run_1/layer_met4.png
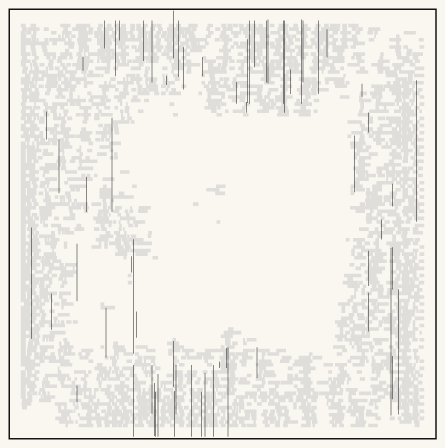
run_1/power_grid.png
The bar under the picture is 100 um long. Pins as bars on the die edge. Tap cells in grey.
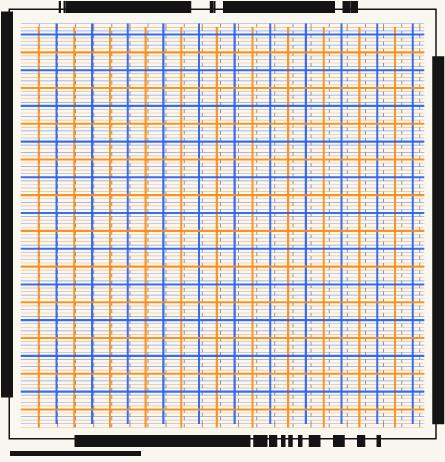
run_1/congestion.png
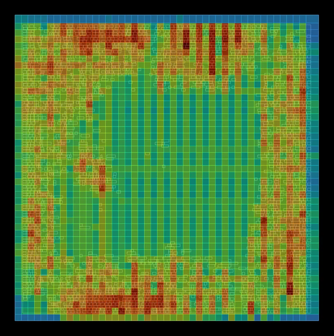
==> config.mk <==
export PLATFORM = sky130hd
export DESIGN_NAME = dmem_arbiter
export DESIGN_NICKNAME = d
export VERILOG_FILES = /design/src/rtl/dmem_arb_pkg.sv /design/src/rtl/dmem_arbiter_rr_arb2.sv /design/src/rtl/dmem_arbiter.sv
export SDC_FILE = /design/constraint.sdc
export NUM_CORES = 1
export LEC_CHECK = 0
export CORE_AREA = 8 8 316 318
export CTS_BUF_LIST = sky130_fd_sc_hd__clkbuf_4
export DETAILED_ROUTE_END_ITERATION = 8
export DIE_AREA = 0 0 324 326
export PLACE_DENSITY_LB_ADDON = 0.2
export SYNTH_ARGS = -nofsm -noshare
export SYNTH_HDL_FRONTEND = slang
export SYNTH_SLANG_ARGS = --single-unit
==> constraint.sdc <==
create_clock -name clk_i -period 1.9 [get_ports clk_i]
set_input_delay 0.19 -clock clk_i [delete_from_list [all_inputs] [get_ports clk_i]]
set_output_delay 0.19 -clock clk_i [all_outputs]
set_load 0.02 [all_outputs]
==> src/rtl/dmem_arb_pkg.sv <==
// Shared definitions for the Dmem port arbiter: state encoding, default widths
// and a small port-to-one-hot helper.
package dmem_arb_pkg;

  localparam logic [1:0] ST_IDLE    = 2'd0;
  localparam logic [1:0] ST_BUSY    = 2'd1;
  localparam logic [1:0] ST_RELEASE = 2'd2;

  localparam int ADDR_W_DEF  = 16;
  localparam int DATA_W_DEF  = 128;
  localparam int TIMEOUT_DEF = 255;

  function automatic logic [1:0] port_onehot(input logic port);
    return port ? 2'b10 : 2'b01;
  endfunction

endpackage

==> src/rtl/dmem_arbiter_rr_arb2.sv <==
// Combinational 2-way round-robin picker; the caller owns the 'last' register.
module rr_arb2 (
  input  logic [1:0] req_i,
  input  logic       last_i,
  output logic [1:0] gnt_o,
  output logic       any_o
);

  // On a tie the port that did not win last time goes first.
  always_comb begin
    gnt_o = req_i;
    if (req_i == 2'b11) begin
      gnt_o = last_i ? 2'b01 : 2'b10;
    end
  end

  assign any_o = |req_i;

endmodule

==> src/rtl/dmem_arbiter.sv <==
// Shares the Dmem block port between the D-cache refill path (port 0) and the
// writeback drain (port 1), sequencing ren/wen/ready/done with a watchdog.
//
// state   | meaning
// IDLE    | wait for mem_ready and a request, pick and latch the winner
// BUSY    | strobe held to Dmem, counting toward the abort limit
// RELEASE | wait until Dmem is idle again before the next arbitration
module dmem_arbiter
  import dmem_arb_pkg::*;
#(
  parameter int ADDR_W  = ADDR_W_DEF,
  parameter int DATA_W  = DATA_W_DEF,
  parameter int TIMEOUT = TIMEOUT_DEF
) (
  input  logic              clk_i,
  input  logic              rst_ni,
  input  logic              p0_req_i,
  input  logic              p0_wen_i,
  input  logic [ADDR_W-1:0] p0_addr_i,
  input  logic [DATA_W-1:0] p0_wdata_i,
  output logic              p0_gnt_o,
  output logic              p0_done_o,
  output logic [DATA_W-1:0] p0_rdata_o,
  input  logic              p1_req_i,
  input  logic              p1_wen_i,
  input  logic [ADDR_W-1:0] p1_addr_i,
  input  logic [DATA_W-1:0] p1_wdata_i,
  output logic              p1_gnt_o,
  output logic              p1_done_o,
  output logic [DATA_W-1:0] p1_rdata_o,
  output logic              mem_ren_o,
  output logic              mem_wen_o,
  output logic [ADDR_W-1:0] mem_addr_o,
  output logic [DATA_W-1:0] mem_din_o,
  input  logic              mem_ready_i,
  input  logic              mem_done_i,
  input  logic [DATA_W-1:0] mem_dout_i,
  output logic              timeout_err_o
);

  localparam int CNT_W = $clog2(TIMEOUT + 1);
  localparam logic [CNT_W-1:0] CNT_LIMIT = CNT_W'(TIMEOUT);

  logic [1:0]        state_q, state_d;
  logic [CNT_W-1:0]  cnt_q, cnt_d;
  logic              last_q, last_d;
  logic              win_q, win_d;
  logic              op_q, op_d;
  logic              strobe_q, strobe_d;
  logic [ADDR_W-1:0] addr_q, addr_d;
  logic [DATA_W-1:0] din_q, din_d;
  logic [1:0]        gnt_q, gnt_d;
  logic [1:0]        done_q, done_d;
  logic [DATA_W-1:0] rdata0_q, rdata0_d;
  logic [DATA_W-1:0] rdata1_q, rdata1_d;
  logic              err_q, err_d;

  logic [1:0] arb_gnt;
  logic       arb_any;

  rr_arb2 u_rr_arb2 (
    .req_i  ({p1_req_i, p0_req_i}),
    .last_i (last_q),
    .gnt_o  (arb_gnt),
    .any_o  (arb_any)
  );

  always_comb begin
    state_d  = state_q;
    cnt_d    = cnt_q;
    last_d   = last_q;
    win_d    = win_q;
    op_d     = op_q;
    strobe_d = strobe_q;
    addr_d   = addr_q;
    din_d    = din_q;
    gnt_d    = 2'b00;
    done_d   = 2'b00;
    rdata0_d = rdata0_q;
    rdata1_d = rdata1_q;
    err_d    = err_q;

    case (state_q)
      ST_IDLE: begin
        if (mem_ready_i && arb_any) begin
          win_d   = arb_gnt[1];
          last_d  = arb_gnt[1];
          gnt_d   = arb_gnt;
          addr_d  = arb_gnt[1] ? p1_addr_i  : p0_addr_i;
          din_d   = arb_gnt[1] ? p1_wdata_i : p0_wdata_i;
          op_d    = arb_gnt[1] ? p1_wen_i   : p0_wen_i;
          cnt_d   = '0;
          state_d = ST_BUSY;
        end
      end

      ST_BUSY: begin
        cnt_d = cnt_q + CNT_W'(1);
        // Strobe rises one cycle after the grant pulse.
        if (!strobe_q) begin
          strobe_d = 1'b1;
        end
        if (strobe_q && mem_done_i) begin
          if (!op_q) begin
            if (win_q) rdata1_d = mem_dout_i;
            else       rdata0_d = mem_dout_i;
          end
          done_d   = port_onehot(win_q);
          strobe_d = 1'b0;
          cnt_d    = '0;
          state_d  = ST_RELEASE;
        end else if (cnt_q == CNT_LIMIT) begin
          err_d    = 1'b1;
          done_d   = port_onehot(win_q);
          strobe_d = 1'b0;
          cnt_d    = '0;
          state_d  = ST_RELEASE;
        end
      end

      ST_RELEASE: begin
        if (mem_ready_i && !mem_done_i) begin
          state_d = ST_IDLE;
        end
      end

      default: begin
        state_d  = ST_IDLE;
        strobe_d = 1'b0;
      end
    endcase
  end

  always_ff @(posedge clk_i or negedge rst_ni) begin
    if (!rst_ni) begin
      state_q  <= ST_IDLE;
      cnt_q    <= '0;
      last_q   <= 1'b1;
      win_q    <= 1'b0;
      op_q     <= 1'b0;
      strobe_q <= 1'b0;
      addr_q   <= '0;
      din_q    <= '0;
      gnt_q    <= 2'b00;
      done_q   <= 2'b00;
      rdata0_q <= '0;
      rdata1_q <= '0;
      err_q    <= 1'b0;
    end else begin
      state_q  <= state_d;
      cnt_q    <= cnt_d;
      last_q   <= last_d;
      win_q    <= win_d;
      op_q     <= op_d;
      strobe_q <= strobe_d;
      addr_q   <= addr_d;
      din_q    <= din_d;
      gnt_q    <= gnt_d;
      done_q   <= done_d;
      rdata0_q <= rdata0_d;
      rdata1_q <= rdata1_d;
      err_q    <= err_d;
    end
  end

  assign mem_ren_o     = strobe_q & ~op_q;
  assign mem_wen_o     = strobe_q &  op_q;
  assign mem_addr_o    = addr_q;
  assign mem_din_o     = din_q;
  assign p0_gnt_o      = gnt_q[0];
  assign p1_gnt_o      = gnt_q[1];
  assign p0_done_o     = done_q[0];
  assign p1_done_o     = done_q[1];
  assign p0_rdata_o    = rdata0_q;
  assign p1_rdata_o    = rdata1_q;
  assign timeout_err_o = err_q;

endmodule

==> impl_metrics.ini, run 1 <==
; generated from flow reports
[drt]
ant_nets = 0
drt_iter0_drc = 526
drt_first_pass_iters = 4
drcViolationCount = 0
viasPerCell = 3.887
post_drt_wl_per_cell_um = 19.38

[clock_tree]
htreeDepth = 4
clk_pin_slew_ps = 60
clock_sinks = 419
root_buffer = clkbuf_4
clock_path_buffers = 3
clkLatencyLatePin_ps = 950
cts_tree = done
cts_buffers = 130

[floorplanning]
die-area_mm2 = 0.1056
die_x_um = 324
io_pins = 831
initCoreUtil_pct = 18.10
n_tap_cell = 1265
num_rows = 113

[cells_and_area]
finalNonFillerCells = 4070
drive_above_1_share_pct = 36.87
synthToLayoutAreaGrowth_pct = 102.5
num-clock-buffers = 179
buf_share_pct = 42.13
lay_top_cells = 423 x dlygate4sd3_1, 422 x clkdlybuf4s50_1, 417 x dfrtp_1, 347 x buf_6, 184 x mux2_2
biggestCellCategory = non-clock buffers
diodes = 9
final_nets = 3137
finalInstanceArea_mm2 = 0.03461
buffers = 1408
layout_top_cell = dlygate4sd3_1
seq_area_share_pct = 30.30
logic_gate_count = 751
inverters = 2
n_fill_cell = 9386
regArea_mm2 = 0.01049
clkCellAreaFrac_pct = 4.667
comb_area_share_pct = 18.24
flops = 419
comb_area_mm2 = 0.006312

[final_timing]
period_used_pct = 98.34
period_needed_ps = 1869
final-setup-viol-count = 0
maxSlewHeadroom_pct = 69.19
setup_tns_ps = 0
final.setup_skew_ps = 52.52
rsz0062_at_grt = true
drv_slew = 0
whs_ps = 236.0
fmax_ghz = 0.5352
worst_pin_slew_ps = 462.1
hold_violations = 0

[run]
warnings = 29
maxCapViolCount = 0

[setup_path]
critPathTopFamily = buffers and inverters
crit_fanout = 7
worstSetupPathType = reg -> reg
cp-start-kind = flop
cp.required_ps = 2710
path_buffers = 5
rrSetupSlack_ps = 30
crit_path_end_kind = flop
cp.arrival_ps = 2680
path_cells = buf_6 -> nor4b_4 -> buf_6 -> buf_12 -> buf_12 -> clkbuf_16 -> mux2_4
slowest_stage = dfrtp_2
cpPeakStageDelay_ps = 440

[global_routing]
grt_max_degree = 48
grt_pass1_vias = 18060
track_usage_pct = 14.37
antenna_found_initial = 7
grt_pass1_wl_um = 114700
overflow = 0

[synth]
async_flop_share_pct = 100.0
netlist_area_mm2 = 0.01709
synth_area_per_cell_um2 = 13.68
ys_seq_share_pct = 61.35
ys_cells = 1249
most_common_cell = dfrtp_1
xor_area_share_pct = 0.05124
synth-area-yosys_mm2 = 0.01709
ff_type = dfrtp_1
topCombFamilyByArea = multiplexers
yosysWarningCount = 0
largest_area_cell = dfrtp_1
yosys-top-cells-area = dfrtp_1 61%, mux2_2 17%, mux2i_1 8.6%, o21ai_0 4.4%, nand2_1 3.3%
top_cell_area_share_pct = 61.20
edf_count = 0
adder_share_pct = 0.07321
mux_area_share_pct = 25.42
numSynthFlops = 419
fp_nets = 1674
yosys.area_share.simple_pct = 4.553
yosys.area_share.aoi_pct = 5.110
top_cells_by_count = 418 x dfrtp_1, 256 x mux2_2, 151 x nand2_1
syn_inst = 1249
ys_types = 38

[placed_design]
dp.cells = 3365
port_buffers = 830
post_dp_cell_area_mm2 = 0.02758
hpwl_um = 58240
place.gp.congestion = 0.7904

[hold_path]
hold_path.class = in -> reg

[run_status]
outcome = finished clean
About layer_met4.png:
share of all routed wire = 3.2%
longest straight run = 127 um
wire length on this layer = 2,560 um
main direction = vertical
nets with wire on the layer = 51
Routed Wire Length: 78,860 um
via count: 15,820

About power_grid.png:
VDD -> blue
VSS -> orange
rows = 113
met4 straps = 22
signal pins = 831
Die Y-Extent: 326 um
Core Region: 0.09445 mm^2

About congestion.png:
GR Util met2: 24.77%
met1 usage: 15.29%

run 1: repair_timing:
item / CTS / global route
buffers inserted: 46 / 2
setup endpoints to repair: 515 / 101
resized: 2443 / 85
gates cloned: 5 / 6
endpoints found under the hold margin: 824 / 0
pin swaps: 4 / 2
hold buffers: 424 / 0
run 1: state kept, by name (all words and copies together), names as in the netlist, 2 cells and up:
| signal | cells |
|---|---|
| cnt_q | 8 |
| mem_din_o | 128 |
| done_q | 2 |
| p0_rdata_o | 128 |
| p1_rdata_o | 128 |
| gnt_q | 2 |
| state_q | 2 |
| mem_addr_o | 16 |
run 1: layer usage:
metal | GRT usage, % | wire length, um
met2 | 24.77 | 39570
met5 | 0 | 0
met4 | 5.865 | 2557
met3 | 6.243 | 7312
met1 | 15.29 | 29420
run 1: through the flow:
stage	setup slack, ps	utilization (%)
after floorplan	276.6	-
after global placement	-566.7	29.20
after detailed placement	-578.7	29.20
after CTS	-178.6	36.18
after global routing	-137.7	36.64
final	31.47	36.64
run 1: path summary, 6_finish.rpt:
kind	cells after the start	to	from
setup / recovery	7	p0_rdata_o[16]$_DFFE_PN0P_	op_q$_DFFE_PN0P_
hold / removal	5	op_q$_DFFE_PN0P_	p1_req_i
setup reg to reg	7	p0_rdata_o[16]$_DFFE_PN0P_	op_q$_DFFE_PN0P_
hold reg to reg	2	mem_addr_o[7]$_DFFE_PN0P_	mem_addr_o[7]$_DFFE_PN0P_
max in group asynchronous	6	mem_din_o[102]$_DFFE_PN0P_	rst_ni
min in group asynchronous	4	p0_rdata_o[55]$_DFFE_PN0P_	rst_ni
## Run 2: what changed since run 1
==> constraint.sdc (replaced) <==
create_clock -name clk_i -period 1.9 [get_ports clk_i]
set_input_delay 0.19 -clock clk_i [delete_from_list [all_inputs] [get_ports clk_i]]
set_output_delay 0.19 -clock clk_i [all_outputs]
set_load 0.1 [all_outputs]
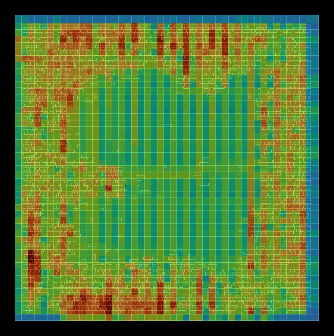
run_2/congestion.png
final core area utilization: 38.79%
busiest layer in global routing: met2
met3 Track Usage GR: 5.958%
GR Util met2: 25.45%
drt wl/cell: 20.15 um

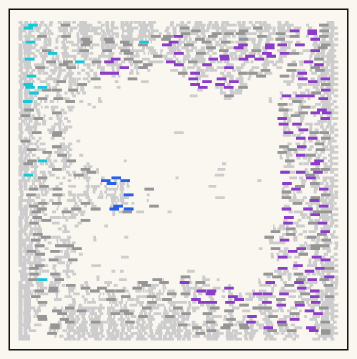
run_2/flops_by_reg.png
Other sequential cells in the stronger grey, the rest of the logic in the fainter grey.
`cnt_q` -> blue  # flops 8
`p0_rdata_o` -> purple  # flops 128
`mem_addr_o` -> cyan  # flops 16, where north-west
not coloured = 267
fraction of area in registers: 28.64%

==> run 2 against run 1 <==
Net effect: the flow now finishes with violations (setup timing); via count up 0.40%; flip-flop count did not move; design area is 5.9% higher; sequential share of layout area decreased by 1.7 points; critical endpoint is now mem_din_o[91]$_DFFE_PN0P_; maximum frequency shrank 2.9%; worst setup slack worse by 57 ps; critical path depth increased by 1; largest cell class unchanged; die size did not move; worst hold slack got worse by 34 ps.
==> impl_metrics.ini, run 2 <==
; generated from flow reports
[setup_path]
worstSetupPathType = in -> reg
crit_path_end_kind = flop
rrSetupSlack_ps = 10
cp.required_ps = 2650
reg2reg_from = op_q$_DFFE_PN0P_
cp.arrival_ps = 2680
worstRegToRegCells = 6
r2r-end = p0_rdata_o[71]$_DFFE_PN0P_

[synth]
syn_inst = 1249
fp_nets = 1674
adder_share_pct = 0.07321
top_cell_area_share_pct = 61.20
ff_type = dfrtp_1
yosysWarningCount = 0
synth-area-yosys_mm2 = 0.01709
async_flop_share_pct = 100.0
topCombFamilyByArea = multiplexers
edf_count = 0

[final_timing]
rsz0062_at_grt = true
fmax_ghz = 0.5195
period_used_pct = 101.3
layout_setup_ws_ps = -25.08
setup_tns_ps = -25.08
maxSlewHeadroom_pct = 64.62
worst_pin_slew_ps = 528.2
final-setup-viol-count = 1
hold_violations = 0

[clock_tree]
clkLatencyLatePin_ps = 910
clk_pin_slew_ps = 60
cts_buffers = 120

[placed_design]
port_buffers = 830
dp.cells = 3360
hpwl_um = 60020

[cells_and_area]
finalNonFillerCells = 4062
lay_top_cells = 423 x dlygate4sd3_1, 422 x clkdlybuf4s50_1, 412 x dfrtp_1, 237 x buf_12, 213 x mux2_2
n_fill_cell = 9114
finalInstanceArea_mm2 = 0.03664
drive_above_1_share_pct = 36.48
layout_top_cell = dlygate4sd3_1

[global_routing]
grt_pass1_vias = 18160
antenna_found_initial = 21
track_usage_pct = 14.43
grt_max_degree = 72

[floorplanning]
die-area_mm2 = 0.1056
die_y_um = 326
fp.coreArea_mm2 = 0.09445
io_pins = 831
initCoreUtil_pct = 18.10

[run_status]
outcome = complete, but fails checks
violations = setup timing

[drt]
drt_first_pass_iters = 4
drcViolationCount = 0
viasPerCell = 3.910
drt_iter0_drc = 478
ant_nets = 0
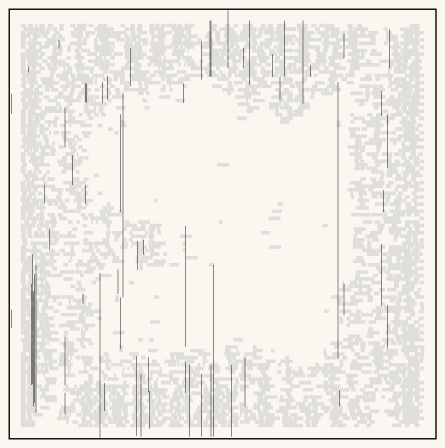
run_2/layer_met4.png
Routed Wire Length: 81,860 um
via count: 15,880

run 2: cell types whose count changed in the layout (fill, tap and decap cells not counted), sizes merged, moves of 3 or more:
cell,previous run,this run
clkinv,23,30
clkbuf,184,199
bufinv,4,1
inv,9,4
diode,9,15
buf,557,532
run 2: kinds of logic after synthesis:
logic type / count (synthesis)
xor+xnor: 1
flops: 419
buf+inv: 79
fa+ha+maj: 1
mux: 402
simple gates: 182
compound gates: 165
run 2: final cells by class:
cell class              count  area [um^2]  share of cell area (%)
multi-input cells         751         6203                   16.93
clock inverters            34        185.2                  0.5054
clock buffers             187         1404                   3.832
repair buffers           1389        16720                   45.65
well taps                1265         1583                   4.320
diodes                     15        37.54                  0.1024
flip-flops and latches    419        10490                   28.64
inverters                   2        7.507                 0.02049
run 2: routing by layer:
metal	vias up	GRT usage, %	routed length [um]
li1	7381	-	-
met1	7659	14.87	29830
met2	689	25.45	41490
met3	155	5.958	7818
met4	0	6.375	2713
met5	-	0	0
run 2: worst max-delay path, stage by stage:
cell and delay [ps]:
dlygate4sd3_1 570, clkdlybuf4s50_1 550, a21boi_4 290, buf_12 170
buf_4 110, mux2i_1 170, dlygate4sd3_1 560, o21ai_0 70
run 2: repair_timing:
item | CTS | global route
hold endpoints to repair | 822 | 1
gates cloned | 0 | 15
hold buffers | 424 | 1
gates resized | 855 | 65
pin swaps | 2 | 4
setup buffers | 14 | 13
endpoints found under the setup margin | 394 | 164
## Run 3: what changed since run 2
--- a/config.mk
+++ b/config.mk
@@ -5,10 +5,10 @@
 export SDC_FILE = /design/constraint.sdc
 export NUM_CORES = 1
 export LEC_CHECK = 0
-export CORE_AREA = 8 8 316 318
+export CORE_AREA = 8 8 315 317
 export CTS_BUF_LIST = sky130_fd_sc_hd__clkbuf_4
 export DETAILED_ROUTE_END_ITERATION = 8
-export DIE_AREA = 0 0 324 326
+export DIE_AREA = 0 0 323 325
 export PLACE_DENSITY_LB_ADDON = 0.2
 export SYNTH_ARGS = -nofsm -noshare
 export SYNTH_HDL_FRONTEND = slang
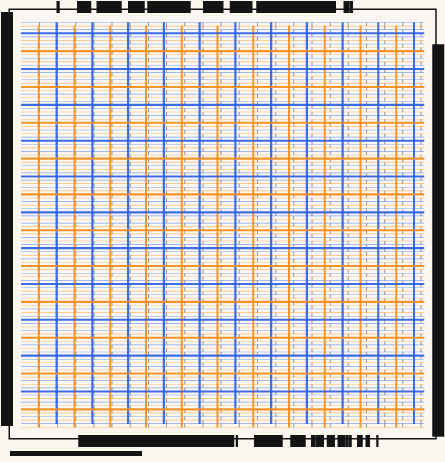
run_3/power_grid.png
The bar under the picture is 100 um long. Pins as bars on the die edge. Tap cells in grey.
VDD -> blue
VSS -> orange
rows = 113
signal pins = 831
met1 rails = 114
tap cells = 1,265
Core Region: 0.09416 mm^2
die width: 323 um
Die Y-Extent: 325 um

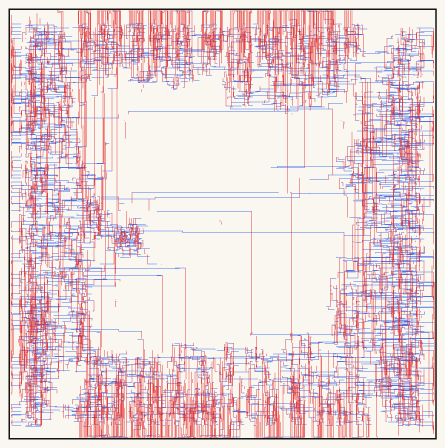
run_3/wires.png
Only two layers are drawn.
metal 1 -> blue  # wire length 27.0 mm
metal 2 -> red  # wire length 39.7 mm
via count: 15,630
Tot GR Track Use: 14.03%
Routed Wire Length: 76,940 um
drt wl/cell: 19.11 um

==> run 3 against run 2 <==
Net effect: the flow now finishes without violations; critical path depth unchanged; routed wire length decreased by 6.0%; worst setup slack improved by 35 ps; register-to-register slack about the same; count of clock-buffer cells in the layout decreased by 15; cell count decreased by 0.86%; via count decreased by 1.6%; global-route usage decreased by 0.39 points; critical endpoint is now mem_din_o[79]$_DFFE_PN0P_; highest routed layer unchanged.
==> impl_metrics.ini, run 3 <==
; generated from flow reports
[setup_path]
cp.required_ps = 2690
reg2reg_from = op_q$_DFFE_PN0P_
cp_common_cell = dlygate4sd3_1
critPathTopFamily = buffers and inverters
crit_path_end_kind = flop
worstSetupPathType = in -> reg
cp-start-kind = primary input
cpPeakStageDelay_ps = 560
slowest_stage = dlygate4sd3_1
cp.arrival_ps = 2680
crit_start = p0_req_i
path_cells = dlygate4sd3_1 -> clkdlybuf4s50_1 -> a21boi_4 -> buf_12 -> buf_8 -> mux2i_1 -> dlygate4sd3_1 -> o21ai_0
path_buffers = 5
crit_fanout = 8

[drt]
drt_iter0_drc = 427
ant_nets = 0
drt_first_pass_iters = 6
drcViolationCount = 0
viasPerCell = 3.882

[run]
maxCapViolCount = 0
warnings = 29

[cells_and_area]
seq_area_share_pct = 29.11
buf_share_pct = 45.42
comb_area_share_pct = 16.76
num-clock-buffers = 172
buffers = 1365
comb_area_mm2 = 0.006042
synthToLayoutAreaGrowth_pct = 111.0
flops = 419
finalInstanceArea_mm2 = 0.03606
logic_gate_count = 751
final_nets = 3082
regArea_mm2 = 0.01050
lay_top_cells = 422 x clkdlybuf4s50_1, 416 x dlygate4sd3_1, 410 x dfrtp_1, 256 x mux2_2, 234 x buf_12
finalNonFillerCells = 4027
diodes = 11
drive_above_1_share_pct = 35.84
biggestCellCategory = non-clock buffers
layout_top_cell = clkdlybuf4s50_1

[clock_tree]
clkLatencyLatePin_ps = 920
clock_path_buffers = 3
cts_buffers = 118
root_buffer = clkbuf_4
htreeDepth = 3
clk_pin_slew_ps = 80
clock_sinks = 419

[final_timing]
fmax_ghz = 0.5291
hold_violations = 0
final-setup-viol-count = 0
drv_slew = 0
maxSlewHeadroom_pct = 77.24
whs_ps = 106.4
final.setup_skew_ps = 73.51
layout_setup_ws_ps = 10.03
worst_pin_slew_ps = 332.0
period_needed_ps = 1890
rsz0062_at_grt = true
period_used_pct = 99.47

[synth]
synth-area-yosys_mm2 = 0.01709
yosys-top-cells-area = dfrtp_1 61%, mux2_2 17%, mux2i_1 8.6%, o21ai_0 4.4%, nand2_1 3.3%
numSynthFlops = 419
yosysWarningCount = 0
syn_inst = 1249
ys_seq_share_pct = 61.35
edf_count = 0
most_common_cell = dfrtp_1
async_flop_share_pct = 100.0
ff_type = dfrtp_1
ys_types = 38
top_cells_by_count = 418 x dfrtp_1, 256 x mux2_2, 151 x nand2_1
largest_area_cell = dfrtp_1
netlist_area_mm2 = 0.01709
ys_cells = 1249
synth_area_per_cell_um2 = 13.68

[placed_design]
dp.cells = 3353
dpl_worst_slack_ps = -322.9
post_dp_cell_area_mm2 = 0.02652
place.gp.congestion = 0.7767

[global_routing]
grt_pass1_wl_um = 113300
antenna_found_initial = 17

[floorplanning]
initCoreUtil_pct = 18.15
n_tap_cell = 1265
num_rows = 113

[hold_path]
hold_path.class = in -> reg
holdCritStartpoint = p1_wdata_i[77]

[run_status]
outcome = finished clean
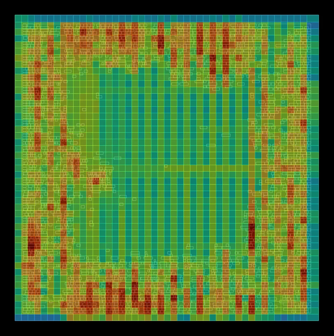
run_3/congestion.png
final core area utilization: 38.30%
met1 usage: 14.07%
met3 Track Usage GR: 5.645%

-- run 3: timing repair --
item                       CTS  global route
pin swaps                    1             4
resized                    831            23
hold buffers               421             7
hold endpoints to repair   821             7
buffers inserted            10            11
cloned                       0             6
setup endpoints to repair  387            63
-- run 3: final timing paths --
| check | to | slack, ps | cells past startpoint |
|---|---|---|---|
| worst max-delay path | mem_din_o[79]$_DFFE_PN0P_ | 10 | 8 |
| worst min-delay path | mem_din_o[77]$_DFFE_PN0P_ | 110 | 4 |
| worst max register to register | p0_rdata_o[106]$_DFFE_PN0P_ | 20 | 6 |
| worst min register to register | mem_din_o[41]$_DFFE_PN0P_ | 490 | 2 |
| max in group asynchronous | p1_rdata_o[86]$_DFFE_PN0P_ | 610 | 6 |
| min in group asynchronous | mem_din_o[4]$_DFFE_PN0P_ | 490 | 4 |
-- run 3: cells by family after synthesis --
logic type / Yosys count / synth area share, %
AOI/OAI and AO/OA: 165 / 5.110
buffers and inverters: 79 / 3.441
adders and majority gates: 1 / 0.07319
muxes: 402 / 25.42
xor gates and xnor gates: 1 / 0.05125
DFF: 419 / 61.35
and+or+nand+nor: 182 / 4.553
-- run 3: metal layers --
layer | share of wire [%] | routed length (um) | global-route usage [%]
met1 | 35 | 27000 | 14.07
met2 | 52 | 39680 | 25.30
met5 | 0 | 0 | 0
met4 | 3.9 | 2969 | 6.249
met3 | 9.5 | 7290 | 5.645
-- run 3: worst register-to-register path: cells and delay by family (launching register included) --
kind / cells / cell delay (ps)
and+or+nand+nor: 1 / 260
DFF: 1 / 440
muxes: 1 / 380
buffers and inverters: 4 / 710
